## src/rtl/sensor_conditioner_pkg.sv

```systemverilog
// Shared types and constants for the four-channel sensor conditioner.
package sensor_conditioner_pkg;

    typedef enum logic [1:0] {
        LO_STABLE = 2'd0,
        LO_CNT    = 2'd1,
        HI_STABLE = 2'd2,
        HI_CNT    = 2'd3
    } ch_state_t;

    localparam int CH_G  = 3;
    localparam int CH_T  = 2;
    localparam int CH_CC = 1;
    localparam int CH_B  = 0;

    localparam int NUM_CH        = 4;
    localparam int DEF_DB_CYCLES = 20;
    localparam int DEF_CNT_W     = 5;

endpackage

```

## src/rtl/sensor_conditioner_channel.sv

```systemverilog
// One debounce channel: 2-flop synchronizer, candidate-level FSM with
// stability counter, and a registered rising-edge pulse.
//
// state     | meaning
// ----------+----------------------------------------------
// LO_STABLE | accepted level 0, input agrees
// LO_CNT    | accepted level 0, counting a candidate high
// HI_STABLE | accepted level 1, input agrees
// HI_CNT    | accepted level 1, counting a candidate low
module debounce_channel
    import sensor_conditioner_pkg::*;
#(
    parameter int DB_CYCLES = DEF_DB_CYCLES,
    parameter int CNT_W     = DEF_CNT_W
) (
    input  logic i_clk,
    input  logic i_rst_n,
    input  logic i_raw,
    output logic o_clean,
    output logic o_rise
);

    localparam logic [CNT_W-1:0] LP_CNT_LAST = CNT_W'(DB_CYCLES - 1);

    logic [1:0]       r_sync;
    ch_state_t        r_state;
    ch_state_t        w_state_nxt;
    logic [CNT_W-1:0] r_cnt;
    logic [CNT_W-1:0] w_cnt_nxt;
    logic             r_rise;
    logic             w_rise_nxt;
    logic             w_sync;

    assign w_sync = r_sync[1];

    always_ff @(posedge i_clk) begin
        if (!i_rst_n) begin
            r_sync  <= 2'b00;
            r_state <= LO_STABLE;
            r_cnt   <= '0;
            r_rise  <= 1'b0;
        end else begin
            r_sync  <= {r_sync[0], i_raw};
            r_state <= w_state_nxt;
            r_cnt   <= w_cnt_nxt;
            r_rise  <= w_rise_nxt;
        end
    end

    // Entering a CNT state loads 1 because that cycle already counts as stable.
    always_comb begin
        w_state_nxt = r_state;
        w_cnt_nxt   = r_cnt;
        w_rise_nxt  = 1'b0;
        case (r_state)
            LO_STABLE: begin
                if (w_sync) begin
                    w_state_nxt = LO_CNT;
                    w_cnt_nxt   = CNT_W'(1);
                end
            end
            LO_CNT: begin
                if (!w_sync) begin
                    w_state_nxt = LO_STABLE;
                    w_cnt_nxt   = '0;
                end else if (r_cnt == LP_CNT_LAST) begin
                    w_state_nxt = HI_STABLE;
                    w_cnt_nxt   = '0;
                    w_rise_nxt  = 1'b1;
                end else begin
                    w_cnt_nxt = r_cnt + 1'b1;
                end
            end
            HI_STABLE: begin
                if (!w_sync) begin
                    w_state_nxt = HI_CNT;
                    w_cnt_nxt   = CNT_W'(1);
                end
            end
            HI_CNT: begin
                if (w_sync) begin
                    w_state_nxt = HI_STABLE;
                    w_cnt_nxt   = '0;
                end else if (r_cnt == LP_CNT_LAST) begin
                    w_state_nxt = LO_STABLE;
                    w_cnt_nxt   = '0;
                end else begin
                    w_cnt_nxt = r_cnt + 1'b1;
                end
            end
            default: begin
                w_state_nxt = LO_STABLE;
                w_cnt_nxt   = '0;
            end
        endcase
    end

    assign o_clean = (r_state == HI_STABLE) || (r_state == HI_CNT);
    assign o_rise  = r_rise;

endmodule

```

## src/rtl/sensor_conditioner.sv

```systemverilog
// Four independent debounced sensor channels with sticky, acknowledgeable
// rising-edge event flags and a registered any-event summary.
module sensor_conditioner
    import sensor_conditioner_pkg::*;
#(
    parameter int DB_CYCLES = DEF_DB_CYCLES,
    parameter int CNT_W     = DEF_CNT_W
) (
    input  logic              CLK,
    input  logic              rst,
    input  logic [NUM_CH-1:0] raw_in,
    output logic [NUM_CH-1:0] clean,
    output logic [NUM_CH-1:0] rise,
    output logic [NUM_CH-1:0] evt,
    input  logic [NUM_CH-1:0] evt_ack,
    output logic              any_evt
);

    logic [NUM_CH-1:0] w_clean;
    logic [NUM_CH-1:0] w_rise;
    logic [NUM_CH-1:0] r_evt;
    logic              r_any_evt;

    for (genvar gi = 0; gi < NUM_CH; gi++) begin : g_ch
        debounce_channel #(
            .DB_CYCLES (DB_CYCLES),
            .CNT_W     (CNT_W)
        ) u_ch (
            .i_clk   (CLK),
            .i_rst_n (rst),
            .i_raw   (raw_in[gi]),
            .o_clean (w_clean[gi]),
            .o_rise  (w_rise[gi])
        );
    end

    // A rise in the same cycle as an ack keeps the flag set.
    always_ff @(posedge CLK) begin
        if (!rst) begin
            r_evt     <= '0;
            r_any_evt <= 1'b0;
        end else begin
            r_evt     <= w_rise | (r_evt & ~evt_ack);
            r_any_evt <= |r_evt;
        end
    end

    assign clean   = w_clean;
    assign rise    = w_rise;
    assign evt     = r_evt;
    assign any_evt = r_any_evt;

endmodule

```

## config.mk

```make
export PLATFORM = sky130hd
export DESIGN_NAME = sensor_conditioner
export DESIGN_NICKNAME = d
export VERILOG_FILES = /design/src/rtl/sensor_conditioner_pkg.sv /design/src/rtl/sensor_conditioner_channel.sv /design/src/rtl/sensor_conditioner.sv
export SDC_FILE = /design/constraint.sdc
export NUM_CORES = 1
export LEC_CHECK = 0
export CELL_PAD_IN_SITES_DETAIL_PLACEMENT = 2
export CELL_PAD_IN_SITES_GLOBAL_PLACEMENT = 2
export CORE_AREA = 2 2 76 78
export CTS_CLUSTER_SIZE = 24
export DETAILED_ROUTE_END_ITERATION = 10
export DIE_AREA = 0 0 78 80
export PLACE_DENSITY_LB_ADDON = 0.08
export REMOVE_ABC_BUFFERS = 1
export SYNTH_ARGS = -nofsm -noshare
export SYNTH_HDL_FRONTEND = slang
export SYNTH_SLANG_ARGS = --single-unit
```

## constraint.sdc

```tcl
create_clock -name CLK -period 2.62 [get_ports CLK]
set_input_delay 0.262 -clock CLK [delete_from_list [all_inputs] [get_ports CLK]]
set_output_delay 0.262 -clock CLK [all_outputs]
set_load 0.02 [all_outputs]
```

Clock routing:
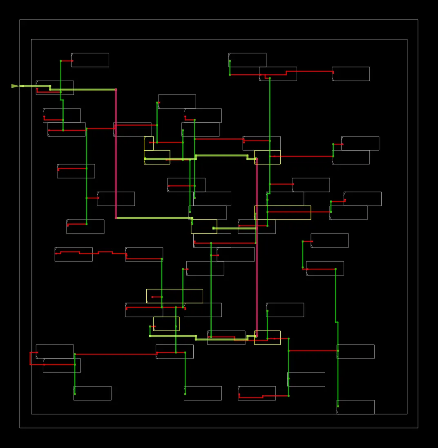
Flops: 45
final clock skew: 5.681 ps
cts bufs inserted: 5

==> job_summary.md <==
## PnR job results

| Metric | Value |
|---|---|
| Setup TNS | `0 ps` |
| Register area | `900.9 sq um` |
| Power Dens Cells | `606.9 nW/um^2` |
| Setup violations, final | `0` |
| Clock distribution power | `630 uW` |
| Synth cell count leaders | `dfxtp_1, nand2_1, nand3_1, clkbuf_1` |
| CP startpoint kind | `register` |
| Die H | `80 um` |
| Internal power | `1.100 mW` |
| Compound Share, Synth | `0.1380` |
| Nonclk inv count | `2` |
| Crit path cell chain | `ha_1 > nor4bb_1 > nor2b_1 > a31oi_1 > nor2b_1` |
| Clk pwr share | `0.454` |
| Clk_buf instances | `5` |
| Root Driver | `clkbuf_8` |
| Sink Count | `45` |
| Adder share | `0.02579` |
| Dominant synthesized flop cell | `dfxtp_1` |
| Flops & latches, synth | `~45` |
| Global routing usage on met3 | `0.03959` |
| WS Path Type | `register to register` |
| Signal buffers | `23` |
| Proportion of synthesized area in mux cells | `0` |
| Unrepaired setup endpoints after global routing | `no` |
| Post-Layout Cell Count | `290` |
| Reg2reg start | `g_ch[0].u_ch.r_cnt[0]` |
| Kind of cell adding the most delay to the critical path | `simple AND/OR/NAND/NOR gates` |
| PortBufs | `22` |
| Comb area share | `0.4050` |
| IO Pins | `23` |
| RR Endpoint | `g_ch[0].u_ch.r_cnt[2]` |
| Combinational Area | `925.9 sq um` |
| Fin. max-slew vios | `0` |
| Post-CTS setup buffer count | `0` |
| Fp util | `0.3590` |
| Top Usage Layer GRT | `met2` |
| Top flop regs | `g_ch.u_ch.r_cnt (20), g_ch.u_ch.r_sync (8)` |
| CTS tree | `built` |
| Setup crit end | `g_ch[0].u_ch.r_cnt[2]` |
| Min-Delay Path Class | `register to register` |
| Initial antenna violation count | `0` |
| Hold endpoint | `g_ch[1].u_ch.r_sync[1]` |
| Setup ws final | `868.1 ps` |
| Sw Ratio | `0.2072` |
| Gate count after technology mapping | `206` |
| Drt pass-1 iters | `4` |
| Total sequential power | `705 uW` |
| First-pass GRT wire length | `8142 um` |
| Slowest-stage cell, CP | `nor4bb_1` |
| Met1 wire length | `2158 um` |
| Measured slew at the worst slew-check pin | `626.6 ps` |
| Worst-path fanout max | `4` |
| Post-synth top area cell | `dfxtp_1` |
| Synth cell types | `40` |
| Hold Crit Start | `g_ch[1].u_ch.r_sync[0]` |
| Vias | `1518` |
| # Cells Yosys | `~210` |
| Peak VDD IR | `0.2155 mV` |
| Worst-path clk slew | `90 ps` |
| Clock-cell share | `0.05857` |
| CP max stage delay | `around 600 ps` |
| Die X | `78 um` |
| Comb gates | `between 100 and 150` |
| Post-layout min period | `1752 ps` |
| Chip area in the Yosys report | `1941 sq um` |
| Met1 Usage GRT | `0.1951` |
| Max clock buf depth | `2` |
| Routability Congestion | `0.7369` |
| WP data required | `2820 ps` |
| Max reg flops | `20` |
| Post-DR vias/cell | `5.234` |
| Cycle use final | `0.6687` |
| Status | `completed` |
| Crit end category | `register` |
| Hold depth | `1` |
| Max-area cell share | `0.4642` |
| Antenna cells | `0` |
| Comb. pwr | `approximately 52 uW` |
| Worst Hold Slack | `448.4 ps` |
| Non-clk buf share | `0.09962` |
| Pin count of the biggest net entering global routing | `38` |
| Die Area | `6240 sq um` |
| Latest clock arrival within the worst-skew pair | `300 ps` |
| Worst slew margin | `0.5765` |
| R2r setup slk | `870 ps` |
| Fillers | `584` |
| Post-synth EDFFs | `0` |
| Placed Cells | `between 200 and 300` |
| Met2 WL | `2449 um` |
| Largest class | `logic gates` |
| P_sw | `287.5 uW` |
| XOR-XNOR Cells, Area Fraction | `0.05803` |
| Fin. Hold Viols | `0` |
| Max power group | `registers` |
| Total power | `around 1.4 mW` |
| Post-CTS Hold Buffers | `0` |
| WL per Instance | `16.52 um` |
| Total GRT Usage | `0.1657` |
| R2R depth | `5` |
| Met2 Use GR | `0.2991` |
| Combinational power share | `0.038` |
| Top cells by area | `dfxtp_1, nand3_1, xor2_1` |
| Critical Path Start | `g_ch[0].u_ch.r_cnt[0]` |
| Antenna-violating nets left | `0` |
| Hpwl dp | `3511 um` |
| Setup Slack @ Placement | `795.9 ps` |
| Top reg by flops | `g_ch.u_ch.r_cnt` |
| Layout Nets | `231` |
| Crit path top cell by count | `nor2b_1` |
| Metal3 WL | `between 100 and 150 um` |
| Post-synth seq share | `0.4642` |
| Synth Cell Area | `1941 sq um` |
| Tool warnings | `25` |
| Share of layout cells above drive strength 1 | `0.05505` |
| And+or+nand+nor area frac | `0.2553` |
| Syn Area/Cell | `9.420 sq um` |
| 1st-iter DRT viols | `59` |
| H-tree depth | `2` |
| DR top layer | `met4` |
| Final wirelength | `between 4000 and 5000 um` |
| Vias in the first global route | `about 1700` |
| Yosys top cell by instances | `dfxtp_1` |
| Achievable Freq | `570.8 MHz` |
| TAP cells | `72` |
| WP data arrival | `1950 ps` |
| Placed cell area | `approximately 2200 sq um` |
| Cts repair resizes | `0` |
| Logic family by area | `simple AND/OR/NAND/NOR gates` |
| Flop pwr share | `0.508` |
| Layout area overhead | `17.79%` |
| Ys Warns | `0` |
Cells coloured by class:
Drawn at 8 px/um.
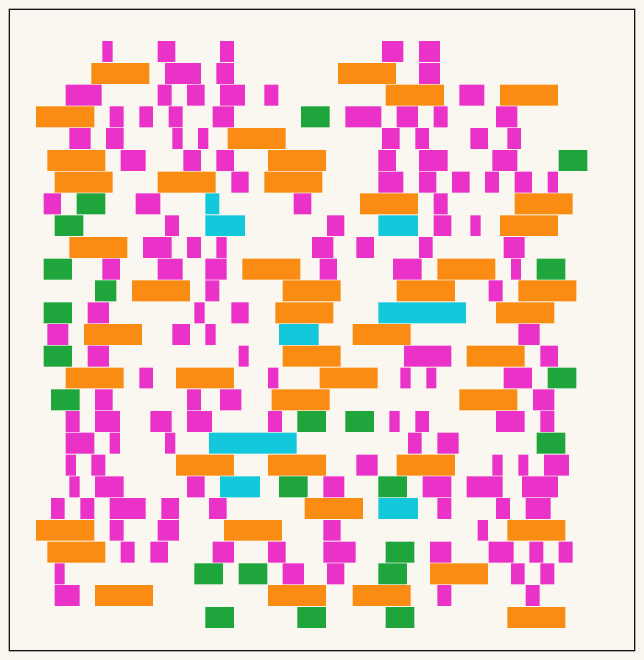
Key: clock drivers and dummy loads = cyan [cells 8, share of their area 6.1%]; sequential cells = orange [cells 45, share of their area 41%]; remaining buffers and delay cells = green [cells 23, share of their area 10%]; remaining logic cells = magenta [cells 142, share of their area 43%]
final instance area: 2286 sq um
Seq/total area: 0.3941
# rows: 27
Core Area: 5405 sq um
fin util: 0.4229

[cell usage in the layout (no fill, tap or decap), types with 2 or more instances in the layout]
cell type and instances:
inv_1 2, and2_1 8, o21ai_0 6, o21ai_1 7, and3_1 3, clkbuf_8 5
dfxtp_1 45, a21boi_0 5, nor3b_1 6, bufinv_16 2, nand4_1 6, ha_1 4
xor2_1 8, o21a_1 4, clkdlybuf4s50_1 22, a31oi_1 4, nor4bb_1 2, nand2_1 18
a21boi_1 4, o211a_1 4, nand3_1 18, nand3b_1 2, xnor2_1 3, nor3_1 4
and4bb_1 2, nor2b_1 8, nor2_1 2
Power figures rest on the tool's default switching activity, not on a simulated workload.
